congestion_map.png
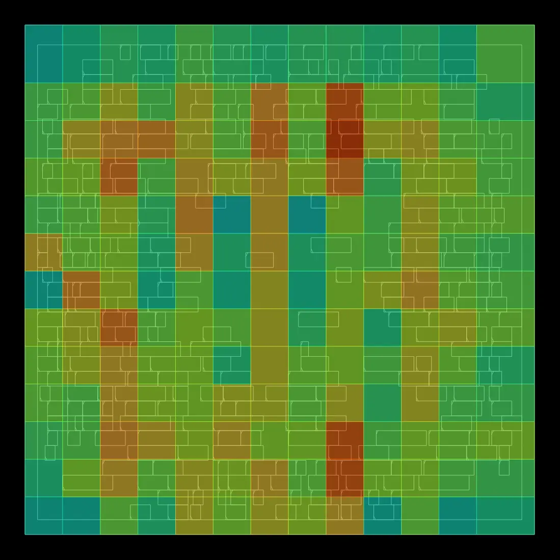
m1.png
Bar = 20 um. Supply wires on this layer in gray. Cells faint in the background.
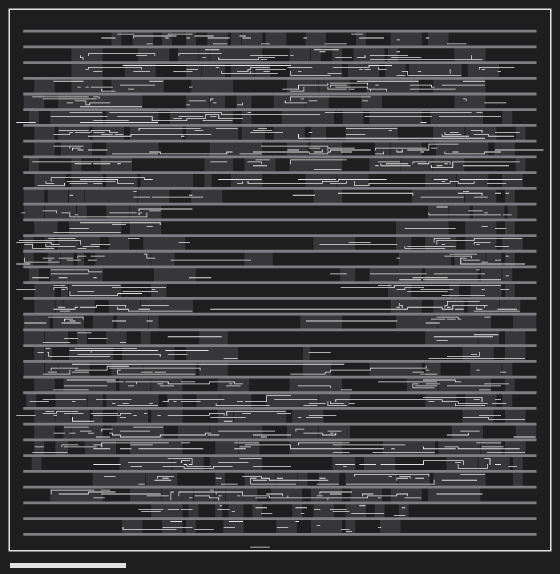
m2.png
Bar = 20 um. Cells faint in the background.
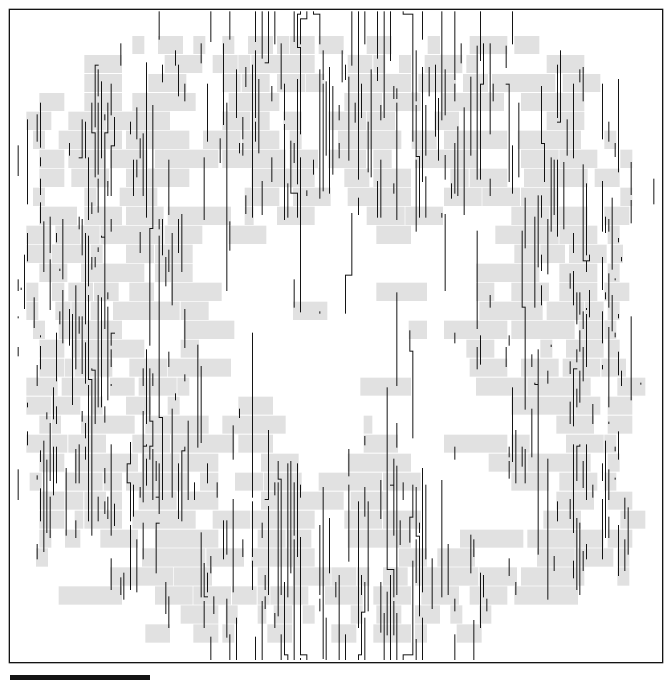
closeup.png
Bar = 10 um. Window x 27 to 67, y 8 to 48 um. Cells in gray, sequential cells in the stronger gray; small squares are vias.
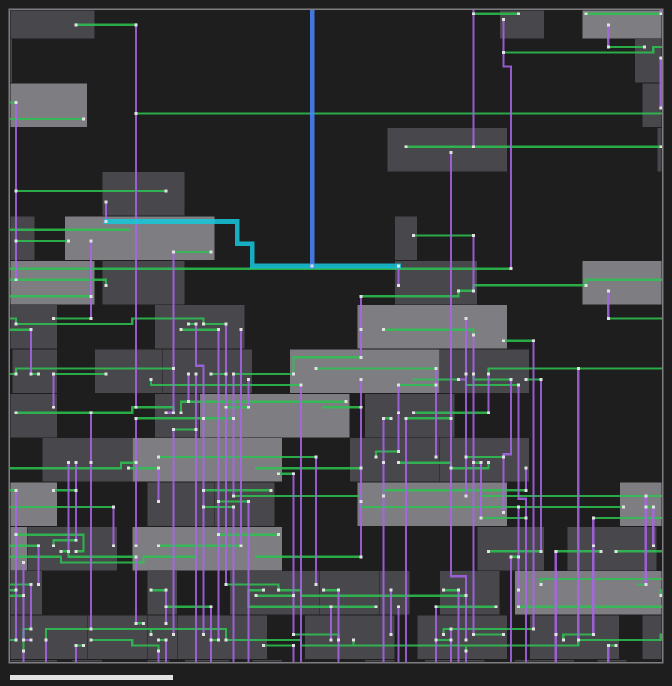
sizing.png
Bar = 20 um.
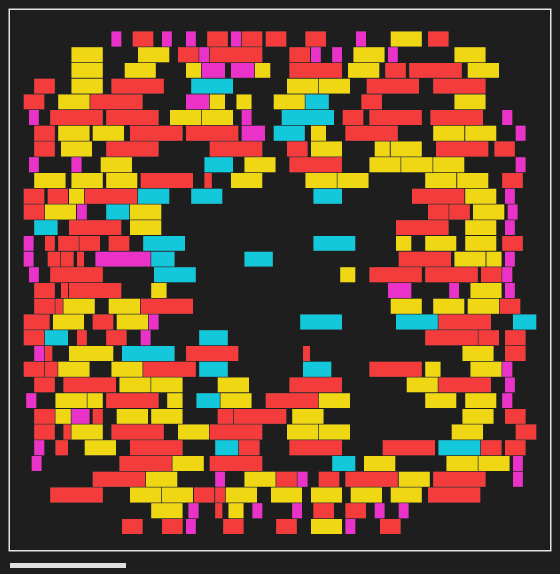
==> config.mk <==
export PLATFORM = sky130hd
export DESIGN_NAME = ahb_input_stage_dmam
export DESIGN_NICKNAME = d
export VERILOG_FILES = /design/src/rtl/ahb_matrix_pkg.sv /design/src/rtl/ahb_instage_timeout.sv /design/src/rtl/ahb_input_stage_dmam.sv
export SDC_FILE = /design/constraint.sdc
export NUM_CORES = 1
export LEC_CHECK = 0
export CORE_MARGIN = 2
export CORE_UTILIZATION = 38
export DETAILED_ROUTE_END_ITERATION = 8
export GPL_ROUTABILITY_DRIVEN = 0
export PLACE_DENSITY = 0.84
export SYNTH_ARGS = -nofsm -noshare
export SYNTH_HDL_FRONTEND = slang
export SYNTH_SLANG_ARGS = --single-unit
==> constraint.sdc <==
create_clock -name HCLK -period 1.1 [get_ports HCLK]
set_input_delay 0.22 -clock HCLK [delete_from_list [all_inputs] [get_ports HCLK]]
set_output_delay 0.22 -clock HCLK [all_outputs]
set_load 0.005 [all_outputs]
==> results.json <==
{
  "tightest_slew_ps": 287,
  "rows": 32,
  "status": "finished with violations",
  "n_antenna_cell": 0,
  "layout_setup_ws_ps": -621,
  "power.leakage_nw": 2.13,
  "die_area_sq_um": 8730,
  "largest_register_ffs": 51,
  "clk_latency_ps": 290,
  "critPathBufInv": 3,
  "r2r_cells": 5,
  "core_sq_um": 7730,
  "stdcell_count": 419,
  "ys_cells": 180,
  "violations": "negative setup slack",
  "slowest_stage": "dfrtp_2",
  "grt_pass1_vias": 2056,
  "cts_buffer_depth": 2,
  "die_h_um": 93.4,
  "hpwl_um": 4440,
  "path_depth": 4,
  "worstSetupPathType": "flop to output pin",
  "layout.nets": 374,
  "maxCapViolations": 0,
  "worstPathArrival_ps": 1500,
  "cp-start-kind": "flop",
  "setup_violations": 56,
  "post_synth_inst_count": 180,
  "io_pins": 112,
  "vdd.ir_drop.worst_mv": 0.511,
  "hp-class": "input pin to flop",
  "cts_buffers": 5,
  "fp.dieW_um": 93.4,
  "fmax_mhz": 581,
  "fin_skew_ps": 0.0406,
  "netlist_area_sq_um": 3040
}
About congestion_map.png:
met1 GRT Util: 0.186
WL/cell: 15.8 um
GR peak layer: met2
GRT Util Overall: 0.144
GR Layer Usage met3: 0.0467

About m1.png:
wire length on this layer: 2890 um
share of all routed wire: 44%
nets with wire on the layer: 308
main direction: horizontal
Routed WL: 6630 um
total vias in the final route: 1964

About m2.png:
main direction: vertical
longest straight run: 29.2 um
met2 GRT Util: 0.234

About closeup.png:
[M2] purple
[M4] blue
[M3] cyan
[M1] green
cells with their middle in the window: 48
most frequent: mux2_4 (17), dfrtp_1 (12), clkdlybuf4s50_1 (4)
sequential cells in the window: 12

About sizing.png:
[x3 and x4] yellow | cells: 110
[x1 and smaller] red | cells: 126
[x2] magenta | cells: 54
[x6 and larger] cyan | cells: 27
final worst slack: -621 ps
non-clock buffer count: 141
Syn-to-layout area delta: 43.8%
Final Instance Area: 4370 sq um

## final cells by class
class                      instances  area (sq um)  share of cell area
multi-input combinational        112          1550               0.354
sequential                        53          1330               0.304
timing repair buffer             141          1260               0.290
tap                              102           128              0.0292
clock buffer                       8          90.1              0.0206
inverter                           3          11.3             0.00258
## report_power, final
part           internal, mW  total [mW]  switching [mW]
Clock                 0.515        1.10           0.590
Sequential             2.14        2.27           0.123
Combinational          1.19        1.75           0.565
## through the flow
| stage | TNS [ps] | hold WS, ps | instance area, sq um |
|---|---|---|---|
| after global placement | -29760 | 238 | 4330 |
| after detailed placement | -30040 | 245 | 4330 |
| after CTS | -33330 | 421 | 4430 |
| after global routing | -32740 | 426 | 4370 |
| after floorplan | -2680 | -75.6 | 3040 |
| final | -29420 | 409 | 4370 |
## metal layers
metal	share of wire	wire length, um
met1	0.44	2890
met5	0	0
met4	0.0081	54
met2	0.48	3160
met3	0.079	521
## kinds of logic (layout without fill, tap and decap cells)
family | count (synthesis) | in the layout | synth area share
flip-flops | 53 | 53 | 0.437
AND-OR/OR-AND | 6 | 6 | 0.0128
buffers and inverters | 15 | 152 | 0.0597
AND/OR/NAND/NOR | 8 | 8 | 0.0140
multiplexers | 98 | 98 | 0.477
## cell usage after synthesis, drive strengths merged
cell type,instances,share of area
mux2,98,0.48
a21oi,2,0.0033
nand2,2,0.0025
o22ai,1,0.0021
dfrtp,53,0.44
buf,12,0.056
nor2b,2,0.0041
o21ai,2,0.0033
nor3,1,0.0016
a31oi,1,0.0041
and2,1,0.0021
nand3b,1,0.0025
nor2,1,0.0012
inv,3,0.0037
## placed cells by master (no fill, tap or decap), types with 2 or more instances in the layout
| master | Yosys | layout |
|---|---|---|
| nor2b_1 | 2 | 2 |
| inv_1 | 3 | 3 |
| mux2_2 | 6 | 5 |
| clkdlybuf4s50_1 | 0 | 55 |
| nand2_1 | 2 | 2 |
| buf_12 | 4 | 7 |
| buf_4 | 0 | 16 |
| mux2_4 | 92 | 93 |
| clkbuf_2 | 0 | 41 |
| buf_2 | 0 | 6 |
| clkbuf_8 | 0 | 6 |
| buf_8 | 0 | 3 |
| buf_6 | 8 | 9 |
| clkbuf_16 | 0 | 2 |
| dfrtp_1 | 53 | 52 |
| clkbuf_1 | 0 | 2 |
## what timing repair did
| action | CTS | global route |
|---|---|---|
| gates resized | 108 | 73 |
| pin swaps | 1 | 0 |
| endpoints found under the hold margin | 53 | 0 |
| endpoints found under the setup margin | 56 | 56 |
| hold buffers | 1 | 0 |
| cloned | 0 | 3 |
| setup buffers | 1 | 4 |
## worst min-delay path, cell delays in order
cell and delay (ps):
buf_4 130, a31oi_4 100, buf_6 100, o22ai_1 110
